==> config.mk <==
export PLATFORM = sky130hd
export DESIGN_NAME = mem_byte_sequencer
export DESIGN_NICKNAME = d
export VERILOG_FILES = /design/src/rtl/mem_byte_sequencer_pkg.sv /design/src/rtl/mem_byte_sequencer_lane_mux.sv /design/src/rtl/mem_byte_sequencer.sv
export SDC_FILE = /design/constraint.sdc
export NUM_CORES = 1
export LEC_CHECK = 0
export CORE_ASPECT_RATIO = 0.9
export CORE_MARGIN = 4
export CORE_UTILIZATION = 50
export DETAILED_ROUTE_END_ITERATION = 7
export PLACE_DENSITY = 0.78
export SYNTH_ARGS = -nofsm -noshare
export SYNTH_HDL_FRONTEND = slang
export SYNTH_SLANG_ARGS = --single-unit
==> constraint.sdc <==
create_clock -name clk_i -period 3.5 [get_ports clk_i]
set_clock_uncertainty 0.2 [all_clocks]
set_input_delay 0.525 -clock clk_i [delete_from_list [all_inputs] [get_ports clk_i]]
set_output_delay 0.525 -clock clk_i [all_outputs]
set_load 0.05 [all_outputs]
==> src/rtl/mem_byte_sequencer_pkg.sv <==
// mem_pkg: shared definitions for the byte sequencer.
// - state_t     : IDLE / XFER / DONE encoding of the transfer FSM
// - DEPTH_DEF   : default data-memory depth in bytes
// - AW_DEF      : default byte-address width (log2 of DEPTH_DEF)
// - lane_select : big-endian byte pick, index 0 -> bits [31:24]
// - lane_write  : big-endian byte replace, index 0 -> bits [31:24]
package mem_pkg;

  localparam int DEPTH_DEF = 32;
  localparam int AW_DEF    = 5;

  typedef enum logic [1:0] {
    IDLE = 2'd0,
    XFER = 2'd1,
    DONE = 2'd2
  } state_t;

  // Byte idx counts from the most significant lane (big-endian).
  function automatic logic [7:0] lane_select(input logic [31:0] word, input logic [1:0] idx);
    logic [7:0] b;
    case (idx)
      2'd0:    b = word[31:24];
      2'd1:    b = word[23:16];
      2'd2:    b = word[15:8];
      2'd3:    b = word[7:0];
      default: b = 8'h00;
    endcase
    return b;
  endfunction

  // Replace byte idx (big-endian numbering) of word with b.
  function automatic logic [31:0] lane_write(input logic [31:0] word, input logic [1:0] idx,
                                             input logic [7:0] b);
    logic [31:0] w;
    w = word;
    case (idx)
      2'd0:    w[31:24] = b;
      2'd1:    w[23:16] = b;
      2'd2:    w[15:8]  = b;
      2'd3:    w[7:0]   = b;
      default: w = word;
    endcase
    return w;
  endfunction

endpackage

==> src/rtl/mem_byte_sequencer_lane_mux.sv <==
// mem_byte_lane_mux: combinational big-endian byte-lane access.
// Ports:
//   word     in  32  source word
//   idx      in   2  byte index, 0 = bits [31:24]
//   byte_in  in   8  byte to insert at idx
//   byte_out out  8  byte idx of word
//   word_out out 32  word with byte idx replaced by byte_in
module mem_byte_lane_mux
  import mem_pkg::*;
(
  input  logic [31:0] word,
  input  logic [1:0]  idx,
  input  logic [7:0]  byte_in,
  output logic [7:0]  byte_out,
  output logic [31:0] word_out
);

  // Select and replace the addressed lane.
  always_comb begin
    byte_out = lane_select(word, idx);
    word_out = lane_write(word, idx, byte_in);
  end

endmodule

==> src/rtl/mem_byte_sequencer.sv <==
// mem_byte_sequencer: turns one 32-bit load/store from EX/MEM into four
// sequential big-endian byte accesses on a byte-wide data memory.
// Ports:
//   clk_i, rst_i               clock, synchronous active-high reset
//   memRead_i, memWrite_i      load / store request (store wins if both)
//   ALUOut_i, WriteData_i      word byte address, store data
//   ReadData_o                 assembled load word, held until next load
//   stall_o                    pipeline freeze while transfer is pending
//   done_o, err_o              completion pulse, alignment/range fault pulse
//   mem_addr_o, mem_wdata_o    byte address / byte data to the memory
//   mem_we_o, mem_re_o         byte write / read enable
//   mem_rdata_i                combinational byte read data
module mem_byte_sequencer
  import mem_pkg::*;
#(
  parameter int DEPTH = DEPTH_DEF,
  parameter int AW    = AW_DEF
) (
  input  logic          clk_i,
  input  logic          rst_i,
  input  logic          memRead_i,
  input  logic          memWrite_i,
  input  logic [31:0]   ALUOut_i,
  input  logic [31:0]   WriteData_i,
  output logic [31:0]   ReadData_o,
  output logic          stall_o,
  output logic          done_o,
  output logic          err_o,
  output logic [AW-1:0] mem_addr_o,
  output logic [7:0]    mem_wdata_o,
  output logic          mem_we_o,
  output logic          mem_re_o,
  input  logic [7:0]    mem_rdata_i
);

  state_t        state_r;
  logic [1:0]    cnt_r;
  logic [AW-1:0] base_r;
  logic          is_store_r;
  logic [31:0]   wdata_word_r;
  logic [31:0]   asm_r;
  logic [31:0]   read_data_r;
  logic          done_r;
  logic [AW-1:0] mem_addr_r;
  logic [7:0]    mem_wdata_r;
  logic          mem_we_r;
  logic          mem_re_r;

  logic          req_s;
  logic          fault_s;
  logic          accept_s;
  logic [31:0]   st_word_s;
  logic [1:0]    st_idx_s;
  logic [7:0]    st_byte_s;
  logic [31:0]   st_unused_s;
  logic [7:0]    ld_unused_s;
  logic [31:0]   asm_next_s;
  logic [AW-1:0] addr_next_s;

  // Request decode and fault detection in IDLE.
  always_comb begin
    req_s    = memRead_i | memWrite_i;
    fault_s  = (ALUOut_i[1:0] != 2'b00) || (ALUOut_i >= 32'(DEPTH));
    accept_s = (state_r == IDLE) && req_s && !fault_s && !rst_i;
  end

  // Memory outputs are registered, so the store path looks one byte ahead:
  // byte 0 of the incoming word on accept, byte cnt+1 during XFER.
  always_comb begin
    if (accept_s) begin
      st_word_s = WriteData_i;
      st_idx_s  = 2'd0;
    end else begin
      st_word_s = wdata_word_r;
      st_idx_s  = cnt_r + 2'd1;
    end
    addr_next_s = base_r + {{(AW-2){1'b0}}, cnt_r} + {{(AW-1){1'b0}}, 1'b1};
  end

  mem_byte_lane_mux u_store_mux (
    .word     (st_word_s),
    .idx      (st_idx_s),
    .byte_in  (8'h00),
    .byte_out (st_byte_s),
    .word_out (st_unused_s)
  );

  mem_byte_lane_mux u_load_mux (
    .word     (asm_r),
    .idx      (cnt_r),
    .byte_in  (mem_rdata_i),
    .byte_out (ld_unused_s),
    .word_out (asm_next_s)
  );

  // Transfer FSM with registered memory-side outputs.
  always_ff @(posedge clk_i) begin
    if (rst_i) begin
      state_r      <= IDLE;
      cnt_r        <= 2'd0;
      base_r       <= '0;
      is_store_r   <= 1'b0;
      wdata_word_r <= 32'h0000_0000;
      asm_r        <= 32'h0000_0000;
      read_data_r  <= 32'h0000_0000;
      done_r       <= 1'b0;
      mem_addr_r   <= '0;
      mem_wdata_r  <= 8'h00;
      mem_we_r     <= 1'b0;
      mem_re_r     <= 1'b0;
    end else begin
      case (state_r)
        IDLE: begin
          done_r <= 1'b0;
          if (accept_s) begin
            base_r       <= ALUOut_i[AW-1:0];
            is_store_r   <= memWrite_i;
            wdata_word_r <= WriteData_i;
            cnt_r        <= 2'd0;
            mem_addr_r   <= ALUOut_i[AW-1:0];
            mem_wdata_r  <= st_byte_s;
            mem_we_r     <= memWrite_i;
            mem_re_r     <= !memWrite_i;
            state_r      <= XFER;
          end else begin
            state_r <= IDLE;
          end
        end
        XFER: begin
          if (!is_store_r) begin
            asm_r <= asm_next_s;
          end else begin
            asm_r <= asm_r;
          end
          if (cnt_r == 2'd3) begin
            cnt_r    <= 2'd0;
            mem_we_r <= 1'b0;
            mem_re_r <= 1'b0;
            done_r   <= 1'b1;
            state_r  <= DONE;
            // Last byte comes straight from the lane writer so the word is
            // complete on entry to DONE.
            if (!is_store_r) begin
              read_data_r <= asm_next_s;
            end else begin
              read_data_r <= read_data_r;
            end
          end else begin
            cnt_r       <= cnt_r + 2'd1;
            mem_addr_r  <= addr_next_s;
            mem_wdata_r <= st_byte_s;
          end
        end
        DONE: begin
          done_r  <= 1'b0;
          state_r <= IDLE;
        end
        default: begin
          state_r  <= IDLE;
          cnt_r    <= 2'd0;
          done_r   <= 1'b0;
          mem_we_r <= 1'b0;
          mem_re_r <= 1'b0;
        end
      endcase
    end
  end

  // Stall and fault pulses respond in the request cycle itself.
  always_comb begin
    if (rst_i) begin
      stall_o = 1'b0;
      err_o   = 1'b0;
    end else begin
      stall_o = accept_s || (state_r == XFER);
      err_o   = (state_r == IDLE) && req_s && fault_s;
    end
  end

  assign ReadData_o  = read_data_r;
  assign done_o      = done_r;
  assign mem_addr_o  = mem_addr_r;
  assign mem_wdata_o = mem_wdata_r;
  assign mem_we_o    = mem_we_r;
  assign mem_re_o    = mem_re_r;

endmodule

Fig. 1: congestion heat map
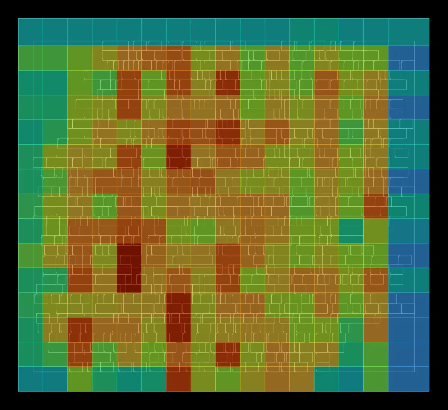
global route hottest layer: met2
M1 GR Usage: 31.28%
Final Util: 71.21%

==> Slide: Implementation Results <==
Implementation Results

STA
  – Final Hold Violation Tally: 0
  – WHS: ~0.26 ns
  – Setup_tns: 0 ns
  – Setup WS post-layout: 0.5545 ns
  – Slew Viols, Final: 0
  – Endpoints failing setup: 0

Final layout
  – Filler cells: approximately 760
  – Share of cells above drive strength 1: about a tenth
  – Nets: around 730
  – Most used logic cell in the final layout: clkdlybuf4s50_1
  – Top Layout Cells: 122 x clkdlybuf4s50_1, 114 x dfxtp_1, 58 x nor2_1
  – Non-Filler Instances: slightly below 800
  – Diodes inserted: 0
  – Register Area: about 2300 um2
  – CLK BUF: 22
  – Flip-flops: between 100 and 150
  – Comb area share: a little under two fifths
  – Non-clk bufs: about 140
  – Buffer share of cell area: between 15 and 20%

Die
  – Floorplan core area: 9869 um2
  – Die ar.: between 10,000 and 15,000 um2

Drt
  – Max Used Layer: met4
  – Drt first pass iters: 4
  – Met3 wire len: around 700 um

Run status
  – Status: finished clean

Logic synthesis
  – Mux frac, synth: 14.37%
  – Top cells by area: dfxtp_1 44%, mux2i_1 9.9%, o31ai_1 5.0%, a21oi_1 4.4%, nand4_1 4.4%
  – XOR/XNOR Area Share: 0.3403%
  – Dominant comb cell: simple AND/OR/NAND/NOR gates
  – Register area share after synthesis: approximately 44%
  – Synth cell types: between 40 and 50
  – Number of enable flip-flop cells: 0
  – Cells after Synth: about 550
  – Avg Inst Size Synth: ~9.4 um2
  – Adder Area Share: under 10%

Min path
  – Worst hold start: ReadData_o[5]
  – WHS Path Cells: 2
  – Hold path endpoint: ReadData_o[5]

Clock network
  – CTS clk-pin slew, worst paths: 0.05 ns
  – CTS Buf Count: 17
  – TritonCTS clock tree: done
  – Clock sink count: approximately 110
  – Insertion Delay late pin: 0.40 ns
  – Setup bufs post-CTS: 0
  – Clock Path Buffers: 2

Worst setup path
  – R2r startpoint: cnt_r[0]
  – Buf/Inv on CP: 2
  – Reg2reg end: mem_wdata_o[7]
  – Slowest stage delay, CP: approximately 0.51 ns
  – Crit. End Element: output pin
  – Reg2reg path depth: 6
  – CP max FO: 3
  – Slowest-stage cell, CP: clkdlybuf4s50_1

Power and ir drop
  – Power Combinational: about 170 uW
  – VDD IR-drop max: about 0.4 mV
  – Total power: about 3200 uW
  – Sw Pwr: between 600 and 700 uW
  – Max power group: the clock network

Global route
  – First-pass GRT wire length: approximately 23,000 um
  – Met3 usage: approximately 5.0%
  – All-Layer GR Usage: roughly a quarter

Run
  – Stage-log warning count: 29

Place
  – Setup WS pre-CTS: about 0.59 ns
  – PortBufs: between 100 and 150
Fig. 2: placed cells, one color a class
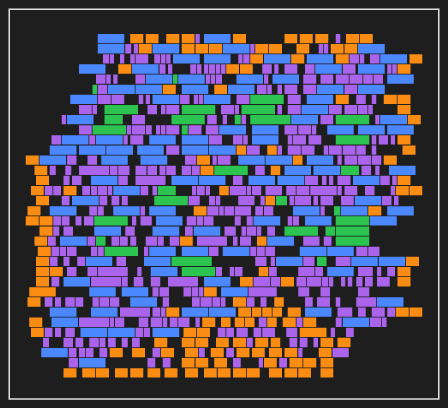
class	color	cells	share of their area
remaining buffers and delay cells	orange	141	20%
registers	blue	114	33%
remaining logic cells	purple	377	38%
clock drivers and dummy loads	green	31	8.5%
Rows: 34
Seq area share: 32.47%

Power is estimated from default activity; no workload was simulated.
